### A small window of the routed layout, run 1

Bar = 10 um. Region (75, 12) to (115, 52) um. Cells in gray, sequential cells in the stronger gray; small squares are vias.
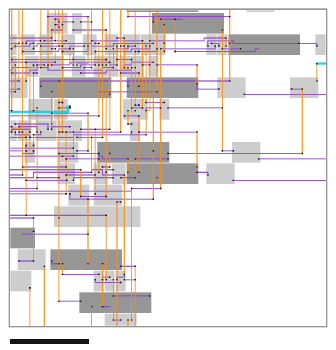
### Gate families picked out, run 1

Bar = 50 um.
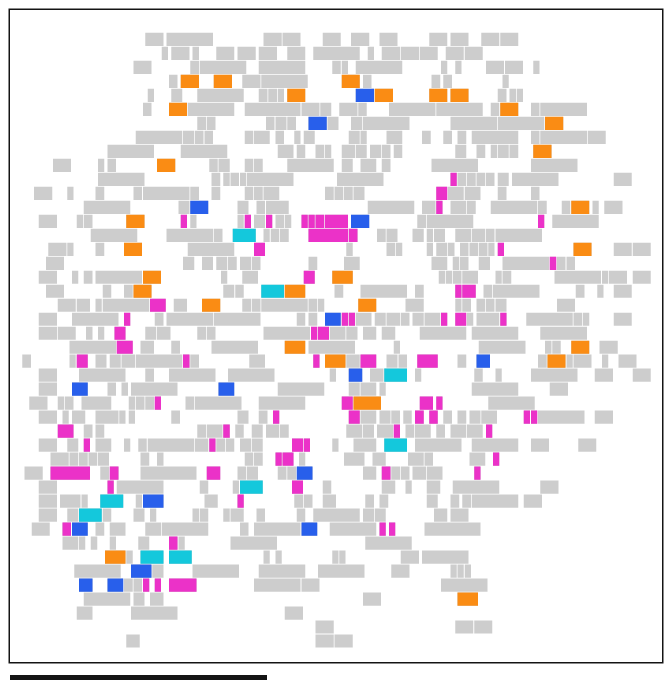
### Track usage over the die, run 1

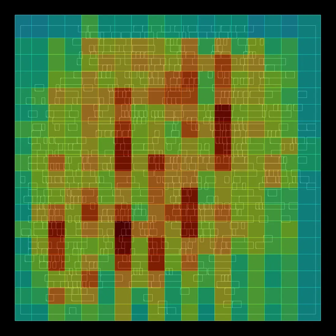
### Signal wires on met3, run 1

Bar = 50 um. Cells faint in the background.
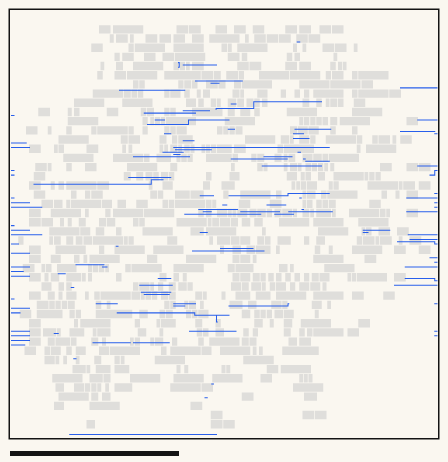
$ cat src/rtl/float_rounder.sv
// float_rounder: denormalize, round and pack a binary32 FPU result.
// Build option FAST_DENORM_EN selects a single-cycle barrel denormalizer.
module float_rounder #(
    parameter int MAX_SHIFT = 25
) (
    input  logic        clk,
    input  logic        reset,
    input  logic        load,
    input  logic [23:0] man_in,
    input  logic [9:0]  exp_in,
    input  logic        sgn_in,
    input  logic        round_bit,
    input  logic        sticky_bit,
    input  logic        final_res,
    input  logic        IV_in,
    input  logic [2:0]  rm,
    output logic [31:0] float_out,
    output logic        IV,
    output logic        OF,
    output logic        UF,
    output logic        NX,
    output logic        busy,
    output logic        ready
);

    localparam int CW = $clog2(MAX_SHIFT + 1);
    localparam logic signed [10:0] MAXS = 11'(MAX_SHIFT);
    localparam logic [CW-1:0] MAXK = CW'(MAX_SHIFT);

    typedef enum logic [1:0] {IDLE, DENORM, ROUND} state_t;

    state_t state_q, state_d;

    logic [23:0] man_q;
    logic [9:0]  exp_q;
    logic        sgn_q, rnd_q, stk_q, fin_q, iv_q, tiny_q;
    logic [2:0]  rm_q;

    logic               is_norm;
    logic signed [10:0] k_full;
    logic [CW-1:0]      k;

    assign is_norm = final_res | (~exp_in[9] & (|exp_in));
    assign k_full  = 11'sd1 - $signed({exp_in[9], exp_in});
    assign k       = (k_full > MAXS) ? MAXK : k_full[CW-1:0];

`ifdef FAST_DENORM_EN
    logic [49:0] sh_full;
    assign sh_full = {man_in, round_bit, 25'd0} >> k;
`else
    logic [CW-1:0] cnt_q;
`endif

    // Rounding and packing, evaluated from the working registers
    logic               inc, nx, ovf, to_inf;
    logic [24:0]        sum;
    logic [23:0]        rman;
    logic signed [10:0] rexp;
    logic [31:0]        res;
    logic [3:0]         res_flags;

    always_comb begin
        inc = 1'b0;
        to_inf = 1'b1;
        case (rm_q)
            3'b001: begin
                inc = 1'b0;
                to_inf = 1'b0;
            end
            3'b010: begin
                inc = sgn_q & (rnd_q | stk_q);
                to_inf = sgn_q;
            end
            3'b011: begin
                inc = ~sgn_q & (rnd_q | stk_q);
                to_inf = ~sgn_q;
            end
            3'b100: inc = rnd_q;
            default: inc = rnd_q & (stk_q | man_q[0]);
        endcase

        sum  = {1'b0, man_q} + 25'(inc);
        rman = sum[24] ? 24'h800000 : sum[23:0];
        rexp = $signed({exp_q[9], exp_q}) + 11'(sum[24]);
        nx   = rnd_q | stk_q;
        ovf  = rexp > 11'sd254;

        if (fin_q) begin
            res = {sgn_q, exp_q[7:0], man_q[22:0]};
            res_flags = {iv_q, 3'b000};
        end else if (ovf) begin
            res = to_inf ? {sgn_q, 8'hFF, 23'd0}
                         : {sgn_q, 8'hFE, 23'h7FFFFF};
            res_flags = {iv_q, 1'b1, tiny_q & nx, 1'b1};
        end else begin
            res = {sgn_q, rman[23] ? rexp[7:0] : 8'd0, rman[22:0]};
            res_flags = {iv_q, 1'b0, tiny_q & nx, nx};
        end
    end

    always_comb begin
        state_d = state_q;
        case (state_q)
            IDLE: state_d = IDLE;
`ifdef FAST_DENORM_EN
            DENORM: state_d = ROUND;
`else
            DENORM: if (cnt_q == CW'(1)) state_d = ROUND;
`endif
            ROUND: state_d = IDLE;
            default: state_d = IDLE;
        endcase
        if (load) begin
`ifdef FAST_DENORM_EN
            state_d = ROUND;
`else
            state_d = is_norm ? ROUND : DENORM;
`endif
        end
    end

    always_ff @(posedge clk or negedge reset) begin
        if (!reset) state_q <= IDLE;
        else        state_q <= state_d;
    end

    always_ff @(posedge clk or negedge reset) begin
        if (!reset) begin
            man_q     <= '0;
            exp_q     <= '0;
            sgn_q     <= 1'b0;
            rnd_q     <= 1'b0;
            stk_q     <= 1'b0;
            fin_q     <= 1'b0;
            iv_q      <= 1'b0;
            tiny_q    <= 1'b0;
            rm_q      <= '0;
`ifndef FAST_DENORM_EN
            cnt_q     <= '0;
`endif
            float_out <= '0;
            IV        <= 1'b0;
            OF        <= 1'b0;
            UF        <= 1'b0;
            NX        <= 1'b0;
            busy      <= 1'b0;
            ready     <= 1'b0;
        end else if (load) begin
            sgn_q <= sgn_in;
            rm_q  <= rm;
            fin_q <= final_res;
            iv_q  <= IV_in;
            busy  <= 1'b1;
            ready <= 1'b0;
            if (is_norm) begin
                man_q  <= man_in;
                exp_q  <= exp_in;
                rnd_q  <= round_bit;
                stk_q  <= sticky_bit;
                tiny_q <= 1'b0;
            end else begin
                tiny_q <= 1'b1;
`ifdef FAST_DENORM_EN
                man_q <= sh_full[49:26];
                rnd_q <= sh_full[25];
                stk_q <= sticky_bit | (|sh_full[24:0]);
                exp_q <= 10'd1;
`else
                man_q <= man_in;
                exp_q <= exp_in;
                rnd_q <= round_bit;
                stk_q <= sticky_bit;
                cnt_q <= k;
`endif
            end
        end else begin
            case (state_q)
`ifndef FAST_DENORM_EN
                DENORM: begin
                    man_q <= {1'b0, man_q[23:1]};
                    rnd_q <= man_q[0];
                    stk_q <= stk_q | rnd_q;
                    cnt_q <= cnt_q - CW'(1);
                    // saturated shifts never walk exp all the way up
                    exp_q <= (cnt_q == CW'(1)) ? 10'd1 : exp_q + 10'd1;
                end
`endif
                ROUND: begin
                    float_out <= res;
                    {IV, OF, UF, NX} <= res_flags;
                    ready <= 1'b1;
                    busy  <= 1'b0;
                end
                default: ready <= 1'b0;
            endcase
        end
    end

endmodule
$ cat config.mk
export PLATFORM = sky130hd
export DESIGN_NAME = float_rounder
export DESIGN_NICKNAME = d
export VERILOG_FILES = /design/src/rtl/float_rounder.sv
export SDC_FILE = /design/constraint.sdc
export NUM_CORES = 1
export LEC_CHECK = 0
export CAP_MARGIN = 20
export CORE_MARGIN = 2
export CORE_UTILIZATION = 35
export CTS_BUF_LIST = sky130_fd_sc_hd__clkbuf_2
export DETAILED_ROUTE_END_ITERATION = 12
export SYNTH_ARGS = -nofsm -noshare
export SYNTH_HDL_FRONTEND = slang
export SYNTH_SLANG_ARGS = --single-unit
$ cat constraint.sdc
create_clock -name clk -period 5.6 [get_ports clk]
set_input_delay 1.12 -clock clk [delete_from_list [all_inputs] [get_ports clk]]
set_output_delay 1.12 -clock clk [all_outputs]
set_load 0.05 [all_outputs]
==> results.toml, run 1 <==
# flow metrics
[placed_design]
port_buffers = 82
globalplace.congestion = 0.937
dp.cells = 833
hpwl_um = 10300

[clock_tree]
cts_setup_buffers = 0
hold_buffers = 0
cts.sinks = 88
clock_path_buffers = 2
clk_latency_ns = 0.62
cts_tree = "done"
clkTransAtPathRegs_ns = 0.24
numCtsBuffers = 9
cts-root-buf = "clkbuf_2"

[final_timing]
finalHoldViolCount = 0
holdWs_ns = 0.411
slew_headroom_pct = 36.5
tightest_slew_ns = 0.952
layout_setup_ws_ns = 0.834
rsz0062_at_grt = "false"
final_max_slew_viol_count = 0
fin_crit_sh_pct = 85.1
fin_tns_setup_ns = 0

[critical_path]
required_ns = 6.15
reg2reg_from = "rm_q[1]"
cp-start-kind = "register"
r2r_cells = 18
cp.depth = 18
crit_path_max_fanout = 22
crit_slowest_cell = "o31a_1"
cp-end-kind = "register"
cp_common_cell = "ha_1"

[synth]
simple_gate_share_pct = 23.1
yosys_warnings = 0
yosysChipArea_sq_um = 5280
yosys_cells = 601
ys_seq_share_pct = 41.7
fp_nets = 655
edf_count = 0
synth_area_per_cell_sq_um = 8.78
ys.flops = 88
yosys.area.top_type_share_pct = 41.7
mux_share_pct = 5.74
synth-main-ff-cell = "dfrtp_1"
ys_sh_adder_pct = 2.13
area_leaders = "dfrtp_1 (42%), o21ai_0 (6.2%), nand2_1 (5.1%), mux2i_1 (4.2%), a21oi_1 (4.1%)"
common_cells = "dfrtp_1 (88), nand2_1 (72), o21ai_0 (65)"

[finish]
largest_class = "combinational gates"
antenna_cells = 1
ff_count = 88
drive_above_1_share_pct = 7.52
sh_comb_area_pct = 44.6
nClkBuffers = 9
multi_input_comb_cells = 458
clk_share_pct = 2.44
inv_count = 12
mostFrequentLayoutCells = "dfrtp_1 (88), clkdlybuf4s50_1 (80), nand2_1 (72)"
sh_seq_area_pct = 34.7
final_util_pct = 43.4
regArea_sq_um = 2200
buffer_area_share_pct = 13.9
comb_area_sq_um = 2840
layout_top_cell = "dfrtp_1"
instances_no_fill = 850
fin_nets = 714

[grt]
grt_pass1_vias = 4677
overflow = 0
use_met2_pct = 29.0
use_met3_pct = 4.47
grt_max_degree = 53

[floorplan]
num_rows = 44
fp.dieW_um = 127
die_y_um = 127
die-area_sq_um = 16100

[power]
power_switching_mw = 0.992
seq_cell_power_mw = 0.927
comb_power_share_pct = 41.7
swShare_pct = 42.9
totalPowerFinal_mw = 2.31
pg_comb_mw = 0.963
p_leak_nw = 2.60
irDropWorstVdd_mv = 0.127

[routing]
drc = 0
wl_met1_um = 7020
met2_length_um = 6690
antenna_left = 0
drt-initial-drc-count = 423
highest_layer = "met4"
wl_um = 15000

[run]
cap_violations = 0

[outcome]
status = "completed"
## Picture notes: 'A small window of the routed layout'
| layer | color |
|---|---|
| metal 2 | orange |
| metal 3 | cyan |
| metal 1 | purple |
cells with their middle in the window: 52
netlist names of flops here include: `float_out` (5)
most frequent: dfrtp_1 (8), nor2_1 (7), clkdlybuf4s50_1 (7)
sequential cells in the window: 8

## Picture notes: 'Gate families picked out'
| family | color | cells | most used |
|---|---|---|---|
| mux cells | orange | 29 | mux2i_1 |
| nor cells | magenta | 71 | nor2_1 |
| non-inverting ao/oa cells | blue | 16 | o31a_1 |
| fa/ha/maj cells | cyan | 9 | ha_1 |

## Picture notes: 'Track usage over the die'
GRT Total Usage: 19.2%
met1 Use GR: 26.8%
GR peak layer: met2

## Picture notes: 'Signal wires on met3'
nets with wire on the layer: 89
longest straight run: 46.0 um

==> run 1: registers in the layout, indices dropped and copies added, names as in the netlist, 2 cells and up <==
register and flops:
float_out 32, state_q 2, man_q 24, rm_q 3, exp_q 10, cnt_q 5
==> run 1: logic make-up after synthesis <==
group / count (synthesis)
xor+xnor: 17
fa+ha+maj: 9
compound gates: 170
simple gates: 233
buf+inv: 55
mux: 29
flops: 88
==> run 1: how the worst max path moves through the flow <==
| stage | slack (ns) | start | endpoint |
|---|---|---|---|
| floorplan | 1.38 | rm_q[1] | float_out[22] |
| global placement | 1.11 | rm_q[1] | float_out[19] |
| detailed placement | 0.92 | rm_q[1] | float_out[19] |
| CTS | 0.85 | rm_q[1] | float_out[19] |
| global route | 0.38 | rm_q[1] | float_out[19] |
| finish | 0.83 | rm_q[1] | float_out[19] |
==> run 2, diff against run 1 <==
--- a/config.mk
+++ b/config.mk
@@ -10,6 +10,7 @@
 export CORE_UTILIZATION = 35
 export CTS_BUF_LIST = sky130_fd_sc_hd__clkbuf_2
 export DETAILED_ROUTE_END_ITERATION = 12
+export SKIP_LAST_GASP = 1
 export SYNTH_ARGS = -nofsm -noshare
 export SYNTH_HDL_FRONTEND = slang
 export SYNTH_SLANG_ARGS = --single-unit
### Gate families picked out, run 2

Bar = 50 um.
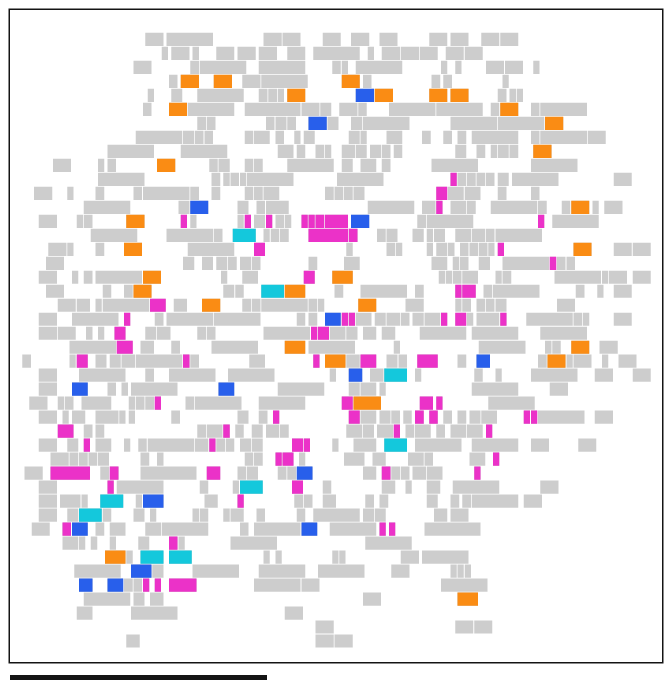
| family | color | cells | most used |
|---|---|---|---|
| fa/ha/maj cells | cyan | 9 | ha_1 |
| non-inverting ao/oa cells | blue | 16 | o31a_1 |
| nor cells | magenta | 71 | nor2_1 |
| mux cells | orange | 29 | mux2i_1 |
most frequent logic cell in the layout: dfrtp_1
fraction of area in multi-input gates: 44.6%
final instance count without filler cells: 850

### M1 wires, run 2

Bar = 50 um. Supply wires on this layer in gray.
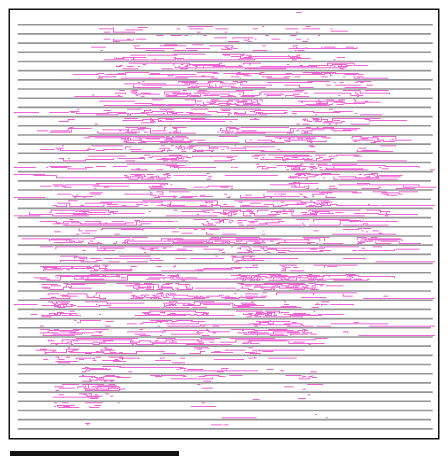
wire length on this layer: 7020 um
nets with wire on the layer: 636
share of all routed wire: 47%
main direction: horizontal

==> run 2 against run 1 <==
Compared with the run above:
- clock power is essentially flat
- clock skew is the same
- highest routed layer unchanged
- largest cell class unchanged
- register-to-register slack is essentially flat
- synthesized area is the same
- largest power group unchanged
- clock-buffer cell count is the same
- sequential share of layout area is the same
==> results.toml, run 2 <==
# flow metrics
[clock_tree]
cts.sinks = 88
cts_tree = "done"
hold_buffers = 0
cts-root-buf = "clkbuf_2"
numCtsBuffers = 9
cts_setup_buffers = 0
clk_latency_ns = 0.62
clock_path_buffers = 2

[finish]
mostFrequentLayoutCells = "dfrtp_1 (88), clkdlybuf4s50_1 (80), nand2_1 (72)"
comb_area_sq_um = 2840
sh_seq_area_pct = 34.7
largest_register = "float_out"
clk_share_pct = 2.44
multi_input_comb_cells = 458
ff_count = 88
regArea_sq_um = 2200
drive_above_1_share_pct = 7.52
nClkBuffers = 9
final_util_pct = 43.4
largest_class = "combinational gates"
largest_reg_flops = 32
fin_nets = 714
buffer_area_share_pct = 13.9

[critical_path]
cp_common_cell = "ha_1"
cp-end-kind = "register"
crit_path_max_fanout = 22
reg2reg_from = "rm_q[1]"
required_ns = 6.15
cp.depth = 18
crit_slowest_cell = "o31a_1"

[run]
cap_violations = 0

[final_timing]
fin_crit_sh_pct = 85.1
finalHoldViolCount = 0
rsz0062_at_grt = "false"
fin_tns_setup_ns = 0
tightest_slew_ns = 0.952
slew_headroom_pct = 36.5

[grt]
overflow = 0
grt_usage_pct = 19.2
grt_pass1_vias = 4677
grt_max_degree = 53

[routing]
wl_um = 15000
drc = 0
antenna_left = 0
wl_per_cell_um = 17.6
drt-initial-drc-count = 423

[floorplan]
die-area_sq_um = 16100
fp.dieW_um = 127
die_y_um = 127

[placed_design]
hpwl_um = 10300
dp.cells = 833

[synth]
ys_seq_share_pct = 41.7
fp_nets = 655
yosys.area.top_type_share_pct = 41.7
yosys_warnings = 0
area_leaders = "dfrtp_1 (42%), o21ai_0 (6.2%), nand2_1 (5.1%), mux2i_1 (4.2%), a21oi_1 (4.1%)"
edf_count = 0
common_cells = "dfrtp_1 (88), nand2_1 (72), o21ai_0 (65)"
synth_area_per_cell_sq_um = 8.78
yosysChipArea_sq_um = 5280
yosys_cells = 601
synth-main-ff-cell = "dfrtp_1"
ys.flops = 88

[power]
irDropWorstVdd_mv = 0.127
seq_cell_power_mw = 0.927
pg_comb_mw = 0.963
power_switching_mw = 0.992
swShare_pct = 42.9

[outcome]
status = "completed"
## run 2: cell counts after synthesis
Identical to the previous run, type by type.
## run 2: cells by family after synthesis
| logic type | share of synthesized area (%) |
|---|---|
| mux | 5.74 |
| simple gates | 23.1 |
| xor+xnor | 2.82 |
| fa+ha+maj | 2.13 |
| compound gates | 19.9 |
| flops | 41.7 |
| buf+inv | 4.60 |
## run 2: per-layer routing
layer | vias to the layer above | wire (um) | GRT usage (%)
li1 | 2302 | - | -
met1 | 2273 | 7020 | 26.8
met2 | 177 | 6690 | 29.0
met3 | 26 | 899 | 4.47
met4 | 0 | 368 | 7.69
met5 | - | 0 | 0
Power figures rest on the tool's default switching activity, not on a simulated workload.
